File: src/rtl/clouds_scroll_ctrl.sv
// Clouds layer horizontal scroll controller: autonomous per-frame drift plus
// acknowledged player scroll requests, applied once per frame with modular wrap.
module clouds_scroll_ctrl #(
    parameter int XRES      = 640,
    parameter int DRIFT_DIV = 4
) (
    input  logic       clk,
    input  logic       rst,
    input  logic       vsync_in,
    input  logic       drift_en,
    input  logic       scroll_req,
    input  logic       scroll_dir,
    input  logic [3:0] scroll_step,
    output logic [9:0] xoffset,
    output logic       scroll_ack,
    output logic       frame_tick
);

    typedef enum logic [1:0] {
        IDLE    = 2'd0,
        PEND    = 2'd1,
        ACK     = 2'd2,
        WAITLOW = 2'd3
    } state_t;

    localparam logic signed [11:0] XRES_S     = 12'(XRES);
    localparam logic [7:0]         DRIFT_LAST = 8'(DRIFT_DIV - 1);

    state_t            state_r;
    state_t            state_s;
    logic              vsync_r;
    logic              frame_tick_r;
    logic              scroll_ack_r;
    logic [9:0]        xoffset_r;
    logic [9:0]        xoffset_s;
    logic [7:0]        drift_cnt_r;
    logic [7:0]        drift_cnt_s;
    logic              drift_s;
    logic              hold_dir_r;
    logic [3:0]        hold_step_r;
    logic              capture_s;
    logic              apply_s;
    logic signed [5:0] net_s;

    // Net step is at most one modulus away, so a single add/subtract folds it back.
    function automatic logic [9:0] wrap_add(input logic [9:0] cur, input logic signed [5:0] net);
        logic signed [11:0] sum;
        sum = $signed({2'b00, cur}) + $signed({{6{net[5]}}, net});
        if (sum >= XRES_S) begin
            wrap_add = 10'(sum - XRES_S);
        end else if (sum < 12'sd0) begin
            wrap_add = 10'(sum + XRES_S);
        end else begin
            wrap_add = sum[9:0];
        end
    endfunction

    assign xoffset    = xoffset_r;
    assign scroll_ack = scroll_ack_r;
    assign frame_tick = frame_tick_r;

    // Frame edge detector: registered vsync and a registered one-cycle tick.
    always_ff @(posedge clk or negedge rst) begin
        if (!rst) begin
            vsync_r      <= 1'b0;
            frame_tick_r <= 1'b0;
        end else begin
            vsync_r      <= vsync_in;
            frame_tick_r <= vsync_in & ~vsync_r;
        end
    end

    // Request handshake next-state; a capture on a tick cycle waits for the next tick.
    always_comb begin
        state_s   = state_r;
        capture_s = 1'b0;
        apply_s   = 1'b0;
        case (state_r)
            IDLE: begin
                if (scroll_req) begin
                    state_s   = PEND;
                    capture_s = 1'b1;
                end else begin
                    state_s = IDLE;
                end
            end
            PEND: begin
                if (frame_tick_r) begin
                    state_s = ACK;
                    apply_s = 1'b1;
                end else begin
                    state_s = PEND;
                end
            end
            ACK: begin
                state_s = WAITLOW;
            end
            WAITLOW: begin
                if (!scroll_req) begin
                    state_s = IDLE;
                end else begin
                    state_s = WAITLOW;
                end
            end
            default: begin
                state_s = IDLE;
            end
        endcase
    end

    // Handshake state, captured request and registered acknowledge.
    always_ff @(posedge clk or negedge rst) begin
        if (!rst) begin
            state_r      <= IDLE;
            hold_dir_r   <= 1'b0;
            hold_step_r  <= 4'd0;
            scroll_ack_r <= 1'b0;
        end else begin
            state_r      <= state_s;
            scroll_ack_r <= (state_s == ACK);
            if (capture_s) begin
                hold_dir_r  <= scroll_dir;
                hold_step_r <= scroll_step;
            end
        end
    end

    // Drift divider: the frame that finds the counter at its last value adds one pixel.
    always_comb begin
        drift_cnt_s = drift_cnt_r;
        drift_s     = 1'b0;
        if (frame_tick_r && drift_en) begin
            if (drift_cnt_r >= DRIFT_LAST) begin
                drift_cnt_s = 8'd0;
                drift_s     = 1'b1;
            end else begin
                drift_cnt_s = drift_cnt_r + 8'd1;
            end
        end else begin
            drift_cnt_s = drift_cnt_r;
        end
    end

    // Net per-frame displacement and wrapped next offset.
    always_comb begin
        net_s = {5'b00000, drift_s};
        if (apply_s) begin
            if (hold_dir_r) begin
                net_s = net_s + $signed({2'b00, hold_step_r});
            end else begin
                net_s = net_s - $signed({2'b00, hold_step_r});
            end
        end else begin
            net_s = {5'b00000, drift_s};
        end
        if (frame_tick_r) begin
            xoffset_s = wrap_add(xoffset_r, net_s);
        end else begin
            xoffset_s = xoffset_r;
        end
    end

    // Offset and drift counter only move on the cycle after a frame tick.
    always_ff @(posedge clk or negedge rst) begin
        if (!rst) begin
            drift_cnt_r <= 8'd0;
            xoffset_r   <= 10'd0;
        end else begin
            drift_cnt_r <= drift_cnt_s;
            xoffset_r   <= xoffset_s;
        end
    end

endmodule
File: config.mk
export PLATFORM = sky130hd
export DESIGN_NAME = clouds_scroll_ctrl
export DESIGN_NICKNAME = d
export VERILOG_FILES = /design/src/rtl/clouds_scroll_ctrl.sv
export SDC_FILE = /design/constraint.sdc
export NUM_CORES = 1
export LEC_CHECK = 0
export CORE_MARGIN = 4
export CORE_UTILIZATION = 50
export DETAILED_ROUTE_END_ITERATION = 10
export PLACE_DENSITY = 0.82
export SKIP_CTS_REPAIR_TIMING = 1
export SLEW_MARGIN = 5
export SYNTH_ARGS = -nofsm -noshare
export SYNTH_HDL_FRONTEND = slang
export SYNTH_SLANG_ARGS = --single-unit
export TNS_END_PERCENT = 1
File: constraint.sdc
create_clock -name clk -period 5.07 [get_ports clk]
set_input_delay 1.014 -clock clk [delete_from_list [all_inputs] [get_ports clk]]
set_output_delay 1.014 -clock clk [all_outputs]
set_load 0.02 [all_outputs]
**Floorplan with the power grid**

The bar under the picture is 20 um long. Pins as bars on the die edge. Tap cells in gray.
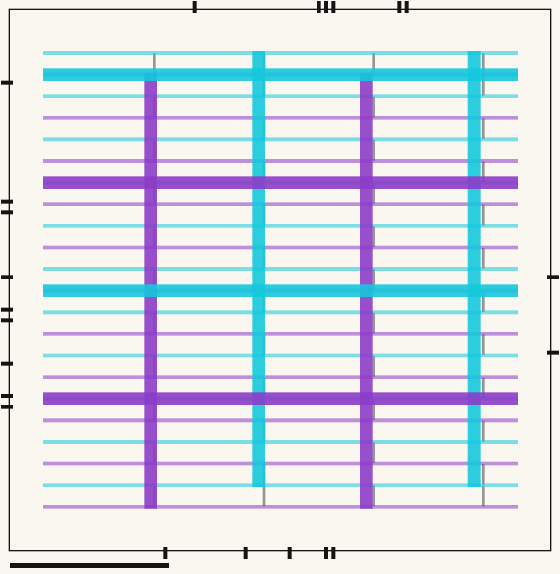
net	color
VDD	cyan
VSS	purple
rows	21
met4 straps	4
tap cells	46
met5 straps	4
die x size: 68.0 um
DIE HEIGHT: 68.0 um
Core Box Area: 3420 sq um

**Sequential cells grouped by signal name**

The bar under the picture is 20 um long.
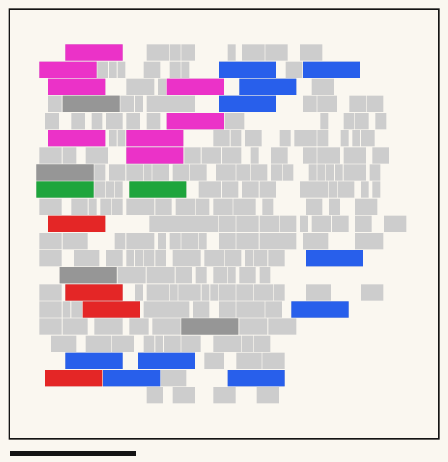
signal	color	placed flops
hold_step_r	red	4
state_r	green	2
drift_cnt_r	magenta	8
xoffset	blue	10
not colored	4

**Local utilization**

The bar under the picture is 20 um long. The die is cut into 7 by 7 equal tiles; white is low, dark blue is high, 0 to 100% covered.
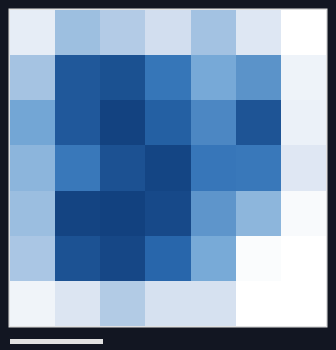
tiles over 75% full	29%
mean over tiles	47%
densest ninth of the die	center
fullest tile	93%
nearly empty tiles	8.2%
emptiest ninth of the die	lower right
FP Util: 0.526
final design utilization: 0.658

==> results.tsv <==
metric	value	unit
outcome	finished clean	
max_freq	206	MHz
synthAdderAreaFrac	0.0946	
tool_warnings	28	
cp-endpoint	xoffset[9]$_DFFE_PN0P_	
pwr-share-seq	0.330	
ys.flops	28	
wl	3.73	mm
top_logic_kind	AND-OR/OR-AND gates	
grt.overflow.total	0	
insertion_delay	0.33	ns
comb-power	0.668	mW
cp.depth	19	
powerClk	0.146	mW
yosysMostFrequentCell	dfrtp_1	
start_kind	primary input	
finalCriticalPeriod	4.86	ns
worst_slack	0.208	ns
syn-instance-count	184	
final.clkbuf_count	3	
fillers	282	
switchingPower	0.495	mW
worstPathRequired	5.30	ns
simple_gate_area_frac	0.184	
ff2ff_setup_slack	0.27	ns
routed.top_layer	met4	
grt_pass1_vias	1420	
dpl.hpwl	2.78	mm
dr_total_vias	1527	
clock-sinks	28	
worst-path-buf-inv	4	
comb_share	0.472	
ioPinCount	22	
root_buffer	clkbuf_4	
slowest_delay	0.48	ns
sequentialPower	0.402	mW
taps	46	
crit_type	in -> reg	
layout-drive-gt1-share	0.180	
die_area	4620	sq um
comb_cells	142	
slew_viol_final	0	
num_rows	21	
busiest_layer	met2	
dpl_cell_area	2170	sq um
setup-violations-final	0	
cp_max_fo	5	
tns	0	ns
internal-power	0.721	mW
rsz0062_at_grt	no	
critPathLaunch	drift_en	
synth_warnings	0	
tightest_slew	0.701	ns
hold_slack	0.411	ns
mux_share	0.0731	
ys_seq_share	0.390	
reg2reg_from	drift_cnt_r[0]$_DFFE_PN0P_	
antenna_found_initial	0	
logic_area	1060	sq um
maxCapViolations	0	
via_per_inst	5.70	
edf_count	0	
grt_first_pass_wirelength	6.29	mm
reg2reg_depth	21	
stdcell_count	268	
cp_top_family	adder cells	
cts_buffer_depth	2	
htree_levels	1	
wl_per_cell	13.9	um
regArea	701	sq um
p_leak	1.05	nW
top_power_group	combinational logic	
power_frac_comb	0.550	
synth_nets	207	
hold_violations	0	
fin_nets	246	
path_cells	clkdlybuf4s50_1 -> nand2_1 -> nor2_2 -> inv_1 -> ha_1 -> inv_1 -> ha_1 -> mux2i_1 -> nor2_1 -> fa_1 -> a211o_1 -> a21oi_1 -> mux2i_1 -> xor2_2 -> inv_1 -> ha_1 -> mux2_2 -> or3_1 -> a32o_1	
yosys.area_share.aoi	0.187	
fin_area	2250	sq um
layout_top_cell	dfrtp_1	
num_antenna_cells	0	
cts.reportedPaths.clkPinSlew	0.14	ns
ff_type	dfrtp_1	
ys_chip_area	1800	sq um
holdPathEnd	frame_tick$_DFF_PN0_	
place.gp.congestion	0.849	
power_density	541	nW/um^2
met2_length	1.88	mm
grt_max_degree	29	
grt_use_met2	0.308	
largest_reg_flops	10	
fin_crit_sh	0.959	
netlist.area_leader.share	0.390	
drc	0	
bufAreaShareNonClock	0.150	
clk_share	0.0234	
io_buffers	21	
synth-xor-area-share	0.0383	
hold_path.class	reg -> reg	
synth.largest_area_cell	dfrtp_1	
p_clk_frac	0.120	
r2r_end	xoffset[9]$_DFFE_PN0P_	
cts_tree	yes	
cp_slowest_cell	clkdlybuf4s50_1	
seq_area_frac	0.312	
slew_headroom	0.532	
crit_path_end_kind	flop	
dr.pass1.iters	4	
synthToLayoutAreaGrowth	24.9	%
top_cells_by_area	dfrtp_1 39%, ha_1 8.4%, mux2_2 5.6%, o21ai_0 3.6%, nand2_1 2.9%	
Power figures rest on the tool's default switching activity, not on a simulated workload.
